**Run 1: cell classes on the final placement**

Scale: 4 px per µm.
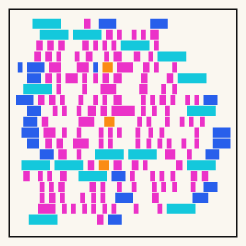
**Run 1: local utilization**

Scale: 6 px per µm. The die is cut into 11 by 11 equal tiles; black is low, pale yellow is high, 0 to 100% covered.
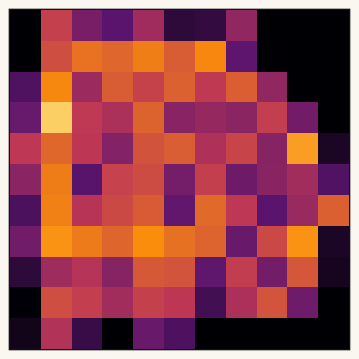
**Run 1: clock nets**

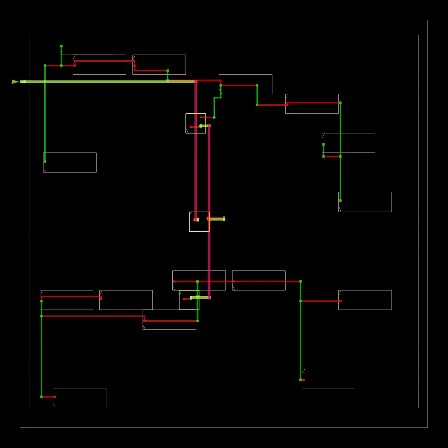
**Run 1: metal layers overlaid**

Scale: 4 px per µm.
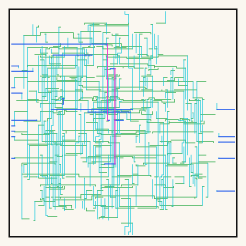
--- config.mk ---
export PLATFORM = sky130hd
export DESIGN_NAME = sat_cnt
export DESIGN_NICKNAME = d
export VERILOG_FILES = /design/src/rtl/seq_checker_sat_cnt.sv
export SDC_FILE = /design/constraint.sdc
export NUM_CORES = 1
export LEC_CHECK = 0
export ABC_AREA = 1
export CAP_MARGIN = 20
export CELL_PAD_IN_SITES_DETAIL_PLACEMENT = 1
export CELL_PAD_IN_SITES_GLOBAL_PLACEMENT = 1
export CORE_MARGIN = 1
export CORE_UTILIZATION = 34
export DETAILED_ROUTE_END_ITERATION = 10
export GPL_ROUTABILITY_DRIVEN = 0
export GPL_TIMING_DRIVEN = 0
export HOLD_SLACK_MARGIN = 0.1
export PLACE_DENSITY = 0.84
export SLEW_MARGIN = 30
export SYNTH_ARGS = -nofsm -noshare
export SYNTH_HDL_FRONTEND = slang
export SYNTH_SLANG_ARGS = --single-unit
--- constraint.sdc ---
create_clock -name clk -period 2.01 [get_ports clk]
set_input_delay 0.603 -clock clk [delete_from_list [all_inputs] [get_ports clk]]
set_output_delay 0.603 -clock clk [all_outputs]
set_load 0.02 [all_outputs]
--- src/rtl/seq_checker_sat_cnt.sv ---
// sat_cnt: saturating up-counter; clear and increment in the same cycle yield 1
module sat_cnt #(
    parameter int W = 16
) (
    input  logic         clk,
    input  logic         rst,
    input  logic         inc,
    input  logic         clr,
    output logic [W-1:0] cnt
);
    always_ff @(posedge clk) begin
        if (rst) cnt <= '0;
        else if (clr) cnt <= inc ? W'(1) : '0;
        else if (inc && cnt != '1) cnt <= cnt + 1'b1;
    end
endmodule

==> flow_summary.ini, run 1 <==
; generated from flow reports
[worst_setup_path]
critPathMaxStageDelay_ns = 0.65
crit_buf_inv = 1
critPathRequiredTime_ns = 1.41
path_max_fanout = 5
startpoint_type = flip-flop
crit_type = flip-flop to output port
reg2reg_depth = 8
r2r-start = cnt[0]$_SDFFE_PP0P_

[power]
power_frac_comb_pct = 13.8
p_total_uw = 589
p_comb_uw = 81.1
top_power_group = sequential cells
p_seq_uw = 332

[routing]
top_layer_used = met4
drt-met1-wl_mm = 1.21
drcViolationCount = 0
dr.pass1.iters = 4

[grt]
use_met2_pct = 37.5

[synthesis]
synthArstFlopShare_pct = 0
ys_cells = 161
synth.comb.largest_family = simple AND/OR/NAND/NOR gates
ys_types = 20
edf_count = 0
yosys.area_share.simple_pct = 46.2
ys.flop_type = dfxtp_1

[clock_network]
ctsResizeCount = 1
clock_path_buffers = 2
hold_buffers = 0

[finish]
nets = 189
regMostFlops = cnt
num-multi-input-gates = 122
instances_no_fill = 213

[placed_design]
io_buffer_count = 18
place_ws_ns = -0.0536

[status]
status = completed

[floorplan]
ioPinCount = 20
tap_cells = 31

[sta]
finalMaxSlewViolations = 0

[hold_path]
hold_end = cnt[12]$_SDFFE_PP0P_
Back to the opening pictures, 'cell classes on the final placement':
class	color	cells	share of their area
other buffers and delay cells	blue	21	18%
all other logic	magenta	142	54%
flops	cyan	16	26%
cells driving clock nets	orange	3	1.8%
core footprint: 2780 µm²
Cell Rows: 19
fin util: 45.7%
Seq area share: 25.2%

Back to the opening pictures, 'local utilization':
mean over tiles	39%
emptiest ninth of the die	top right
nearly empty tiles	16%
tiles over 75% full	4.1%
fullest tile	90%
fp util: 36.3%

Back to the opening pictures, 'clock nets':
total CTS buffers: 3
# clk buffers: 3
flip-flops: 16

Back to the opening pictures, 'metal layers overlaid':
layer	color	wire length
met1	green	1210 µm
met2	cyan	1510 µm
met4	magenta	42.8 µm
met3	blue	112 µm
GRT Total Usage: 19.7%
average wire per standard cell: 13.5 µm
Post-Route WL: 2.88 mm
routed vias: 1113

==> run 1 -> run 2 <==
Clock period 2.01 ns to 2.17 ns, I/O delays scaled along.
**Run 2: clock nets**

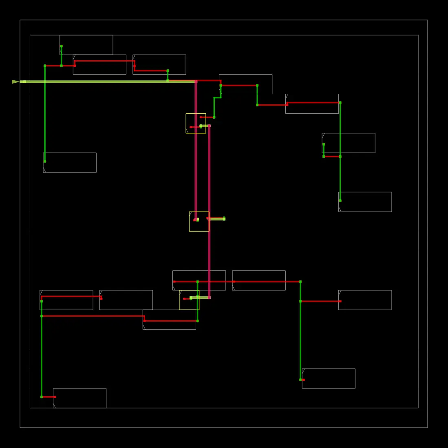
clock group power: 163 µW
Worst-Skew Late Latency: 0.29 ns
skew final: 0.00181 ns

==> run 2 against run 1 <==
Effect of this change: combinational power decreased by 7.0%; first-iteration DRC count decreased by 7.7%; die area unchanged; sequential cell count unchanged; global-route usage unchanged; sequential share of layout area increased by 0.38 points; utilization decreased by 0.67 points; register-to-register slack improved by 0.16 ns; via count decreased by 0.54%; critical path type unchanged; largest cell class unchanged.
==> flow_summary.ini, run 2 <==
; generated from flow reports
[synthesis]
edf_count = 0
ys.flop_type = dfxtp_1
ys_types = 20
ys_cells = 161
yosys.area_share.simple_pct = 46.2
synthArstFlopShare_pct = 0

[grt]
use_met2_pct = 37.5
track_usage_pct = 19.7

[floorplan]
ioPinCount = 20
fp_util_pct = 36.3
std_cell_rows = 19
tap_cells = 31

[worst_setup_path]
reg2reg_depth = 8
crit_type = flip-flop to output port
path_max_fanout = 7
crit_buf_inv = 1
r2r-start = cnt[0]$_SDFFE_PP0P_
critPathRequiredTime_ns = 1.52
critPathMaxStageDelay_ns = 0.66

[routing]
dr.pass1.iters = 4
top_layer_used = met4
wl_per_cell_um = 13.5
routed_wl_mm = 2.87
vias = 1107

[finish]
regMostFlops = cnt
num-multi-input-gates = 122
seq-cell-share_pct = 25.6
instances_no_fill = 213
nets = 189
final_util_pct = 45.0
numSequentialCells = 16

[clock_network]
hold_buffers = 0
ctsResizeCount = 0
clock_path_buffers = 2

[power]
power_frac_comb_pct = 13.8
p_comb_uw = 75.4
p_seq_uw = 308
top_power_group = sequential cells

[placed_design]
place_ws_ns = 0.0584

[status]
status = completed

[hold_path]
hold_end = cnt[12]$_SDFFE_PP0P_
Power is estimated from default activity; no workload was simulated.
